[src/rtl/snake_body_engine.sv]
// snake_body_engine
// Holds the snake body as a head-first list of grid cells and advances it one
// cell per step pulse. Handles growth, reversal-proof steering, wall/wrap
// boundaries, self/wall collision and a registered per-cell occupancy query.
//
// Ports:
//   clk               system clock, all state updates on its rising edge
//   reset             synchronous active-high, loads the initial snake
//   restart           one-cycle pulse, same effect as reset for this block
//   step              one-cycle pulse, advance the body one cell
//   dir_valid/dir_req direction request (0 up, 1 down, 2 left, 3 right)
//   grow              one-cycle pulse, next accepted step lengthens the snake
//   qx/qy             query cell; q_hit/q_head answer one cycle later
//   head_x/head_y     head cell
//   length            live segment count
//   dead/died         collision level / one-cycle collision pulse
module snake_body_engine #(
  parameter int unsigned GRID_W   = 64,
  parameter int unsigned GRID_H   = 48,
  parameter int unsigned MAX_LEN  = 16,
  parameter int unsigned INIT_LEN = 4,
  parameter int unsigned WRAP     = 0,
  localparam int unsigned XW = $clog2(GRID_W),
  localparam int unsigned YW = $clog2(GRID_H),
  localparam int unsigned LW = $clog2(MAX_LEN + 1)
) (
  input  logic          clk,
  input  logic          reset,
  input  logic          restart,
  input  logic          step,
  input  logic          dir_valid,
  input  logic [1:0]    dir_req,
  input  logic          grow,
  input  logic [XW-1:0] qx,
  input  logic [YW-1:0] qy,
  output logic          q_hit,
  output logic          q_head,
  output logic [XW-1:0] head_x,
  output logic [YW-1:0] head_y,
  output logic [LW-1:0] length,
  output logic          dead,
  output logic          died
);

  localparam logic [1:0] DIR_UP    = 2'd0;
  localparam logic [1:0] DIR_DOWN  = 2'd1;
  localparam logic [1:0] DIR_LEFT  = 2'd2;
  localparam logic [1:0] DIR_RIGHT = 2'd3;

  logic [XW-1:0] seg_x [MAX_LEN];
  logic [YW-1:0] seg_y [MAX_LEN];
  logic [LW-1:0] len_r;
  logic [1:0]    dir_r;
  logic [1:0]    moved_dir;
  logic          grow_pend;

  logic          req_legal;
  logic [1:0]    eff_dir;
  logic          grow_now;
  logic [XW-1:0] nh_x;
  logic [YW-1:0] nh_y;
  logic          wall_hit;
  logic          self_hit;
  logic          q_match;

  assign head_x = seg_x[0];
  assign head_y = seg_y[0];
  assign length = len_r;

  // Up/down and left/right differ only in bit 0, so the reverse is dir ^ 1.
  assign req_legal = dir_req != (moved_dir ^ 2'd1);
  assign eff_dir   = (dir_valid && req_legal) ? dir_req : dir_r;
  // The tail only stays put when the step really lengthens the snake.
  assign grow_now  = (grow_pend || grow) && (len_r < LW'(MAX_LEN));

  // Next head cell with explicit edge compares (grid need not be a power of 2).
  always_comb begin
    nh_x     = seg_x[0];
    nh_y     = seg_y[0];
    wall_hit = 1'b0;
    case (eff_dir)
      DIR_UP: begin
        if (seg_y[0] == '0) begin
          if (WRAP != 0) nh_y = YW'(GRID_H - 1);
          else           wall_hit = 1'b1;
        end else begin
          nh_y = seg_y[0] - YW'(1);
        end
      end
      DIR_DOWN: begin
        if (seg_y[0] == YW'(GRID_H - 1)) begin
          if (WRAP != 0) nh_y = '0;
          else           wall_hit = 1'b1;
        end else begin
          nh_y = seg_y[0] + YW'(1);
        end
      end
      DIR_LEFT: begin
        if (seg_x[0] == '0) begin
          if (WRAP != 0) nh_x = XW'(GRID_W - 1);
          else           wall_hit = 1'b1;
        end else begin
          nh_x = seg_x[0] - XW'(1);
        end
      end
      default: begin
        if (seg_x[0] == XW'(GRID_W - 1)) begin
          if (WRAP != 0) nh_x = '0;
          else           wall_hit = 1'b1;
        end else begin
          nh_x = seg_x[0] + XW'(1);
        end
      end
    endcase
  end

  // Self collision against live body; the vacating tail is exempt unless growing.
  always_comb begin
    self_hit = 1'b0;
    for (int unsigned i = 1; i < MAX_LEN; i++) begin
      if ((LW'(i) < len_r) && (grow_now || (LW'(i + 1) != len_r))) begin
        if ((seg_x[i] == nh_x) && (seg_y[i] == nh_y)) self_hit = 1'b1;
      end
    end
  end

  // Occupancy of the query cell by any live segment.
  always_comb begin
    q_match = 1'b0;
    for (int unsigned i = 0; i < MAX_LEN; i++) begin
      if ((LW'(i) < len_r) && (seg_x[i] == qx) && (seg_y[i] == qy)) q_match = 1'b1;
    end
  end

  // Body, direction, growth, collision and query state.
  always_ff @(posedge clk) begin
    if (reset || restart) begin
      for (int unsigned i = 0; i < MAX_LEN; i++) begin
        if (i < INIT_LEN) seg_x[i] <= XW'(INIT_LEN - 1 - i);
        else              seg_x[i] <= '0;
        seg_y[i] <= '0;
      end
      len_r     <= LW'(INIT_LEN);
      dir_r     <= DIR_RIGHT;
      moved_dir <= DIR_RIGHT;
      grow_pend <= 1'b0;
      dead      <= 1'b0;
      died      <= 1'b0;
      q_hit     <= 1'b0;
      q_head    <= 1'b0;
    end else begin
      died   <= 1'b0;
      q_hit  <= q_match;
      q_head <= (seg_x[0] == qx) && (seg_y[0] == qy);
      if (!dead) begin
        if (dir_valid && req_legal) dir_r <= dir_req;
        if (grow) grow_pend <= 1'b1;
        if (step) begin
          grow_pend <= 1'b0;
          if (wall_hit || self_hit) begin
            dead <= 1'b1;
            died <= 1'b1;
          end else begin
            for (int unsigned i = 1; i < MAX_LEN; i++) begin
              seg_x[i] <= seg_x[i - 1];
              seg_y[i] <= seg_y[i - 1];
            end
            seg_x[0]  <= nh_x;
            seg_y[0]  <= nh_y;
            moved_dir <= eff_dir;
            if (grow_now) len_r <= len_r + LW'(1);
          end
        end
      end
    end
  end

endmodule

[config.mk]
export PLATFORM = sky130hd
export DESIGN_NAME = snake_body_engine
export DESIGN_NICKNAME = d
export VERILOG_FILES = /design/src/rtl/snake_body_engine.sv
export SDC_FILE = /design/constraint.sdc
export NUM_CORES = 1
export LEC_CHECK = 0
export CAP_MARGIN = 15
export CORE_MARGIN = 2
export CORE_UTILIZATION = 55
export DETAILED_ROUTE_END_ITERATION = 10
export MAX_ROUTING_LAYER = met4
export PLACE_DENSITY_LB_ADDON = 0.3
export RECOVER_POWER = 50
export REMOVE_ABC_BUFFERS = 1
export SETUP_SLACK_MARGIN = 0.15
export SLEW_MARGIN = 10
export SYNTH_ARGS = -nofsm -noshare
export SYNTH_HDL_FRONTEND = slang
export SYNTH_SLANG_ARGS = --single-unit
[constraint.sdc]
create_clock -name clk -period 8.3 [get_ports clk]
set_input_delay 1.66 -clock clk [delete_from_list [all_inputs] [get_ports clk]]
set_output_delay 1.66 -clock clk [all_outputs]
set_load 0.01 [all_outputs]
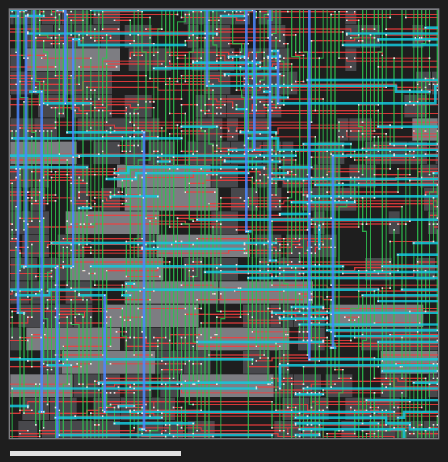
(zoomed window)
The bar under the picture is 20 um long. Window x 17 to 67, y 17 to 67 um. Cells in grey, sequential cells in the stronger grey; small squares are vias.
legend:
  M4:
    colour: blue
  M2:
    colour: green
  M3:
    colour: cyan
  M1:
    colour: red
sequential cells in the window: 17
most frequent: xnor2_1 (38), xor2_1 (21), edfxtp_1 (17)
cells with their middle in the window: 171
netlist names of flops here include: seg_y (10), seg_x (7)

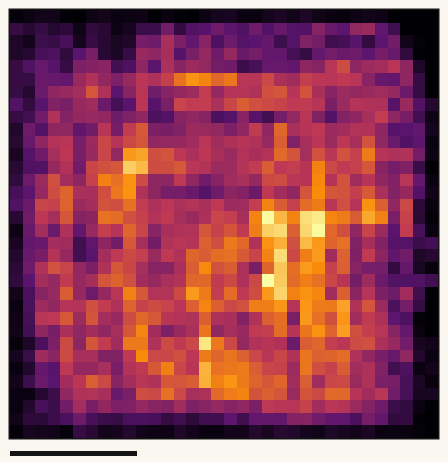
(wire density map)
The bar under the picture is 50 um long. The die is cut into 34 by 34 equal tiles; black is low, pale yellow is high, scaled to the fullest tile. Values are wire area over tile area, all layers added.
mean over tiles: 0.40
emptiest ninth of the die: top left
tiles over half the peak: 29%
nearly empty tiles: 2.9%
Overall Global Routing Usage: 0.4543
wire per inst: 31.37 um
final WL: 63.61 mm
Vias: 14.39k

==> results.sh <==
# yosys + openroad results
export IMPL_outcome="complete, but fails checks"
export IMPL_violations="max-capacitance violations, max-slew violations"
export IMPL_top_layer_used="met4"
export IMPL_power_density_mw_per_mm2=192.6
export IMPL_floorplan_core_util=0.5577
export IMPL_grt_pass1_vias=13370
export IMPL_warning_count=33
export IMPL_edf_count=120
export IMPL_clock_buffers=28
export IMPL_numCtsBuffers=24
export IMPL_tightestPinTransition_ns=2.013
export IMPL_slew_violations=68
export IMPL_ys_types=95
export IMPL_crit_fanout=120
export IMPL_r2r_cells=15
export IMPL_routed_wl_met2_mm=26.43
export IMPL_cp_end_kind="flop"
export IMPL_ant_nets=0
export IMPL_yosys_area_share_adder=0.006678
export IMPL_layout_top_cells="xnor2_1, xor2_1, edfxtp_1"
export IMPL_gp_congestion=1.123
export IMPL_antenna_found_initial=2
export IMPL_fin_area_sq_mm=0.01642
export IMPL_finClkSkew_ns=0.01579
export IMPL_p_comb_frac=0.272
export IMPL_whs_endpoint="grow_pend$_SDFFE_PP0P_"
export IMPL_grt_pass1_wl_mm=92.34
export IMPL_fin_setup_tns_ns=0
export IMPL_dp_hpwl_mm=43.66
export IMPL_critPathLaunchType="flop"
export IMPL_maxCapViolations=3
export IMPL_worstSetupPathType="flop to flop"
export IMPL_slowest_stage="clkbuf_1"
export IMPL_yosys_warnings=0
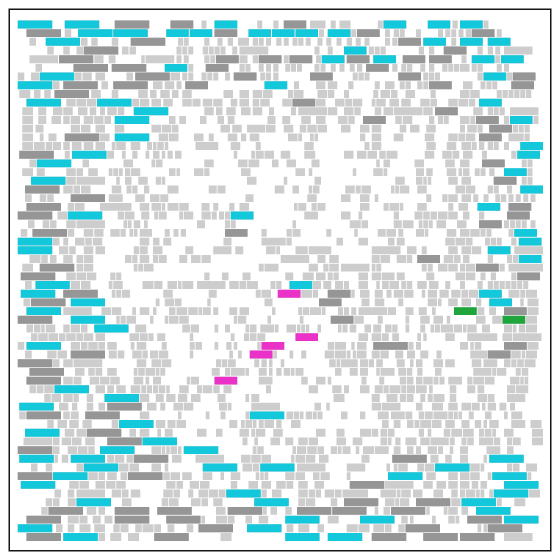
(sequential cells grouped by signal name)
Other sequential cells in the stronger grey, the rest of the logic in the fainter grey.
legend:
  dir_r:
    colour: green
    placed_flops: 2
  length:
    colour: magenta
    placed_flops: 5
  seg_y:
    colour: cyan
    placed_flops: 96
    where: spread over the die
power in sequential cells: 1.23 mW
register area: 0.005325 sq mm

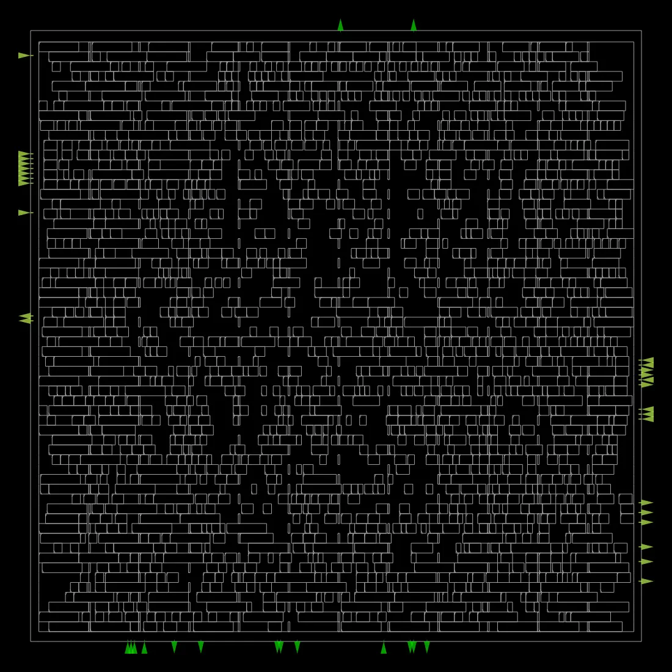
(placed standard cells)
Tapcells: 341
Post-Route Utilization: 0.6109
Final Non-Filler Cells: 2,028
flop count: 206

Power and IR drop assume default switching activity.
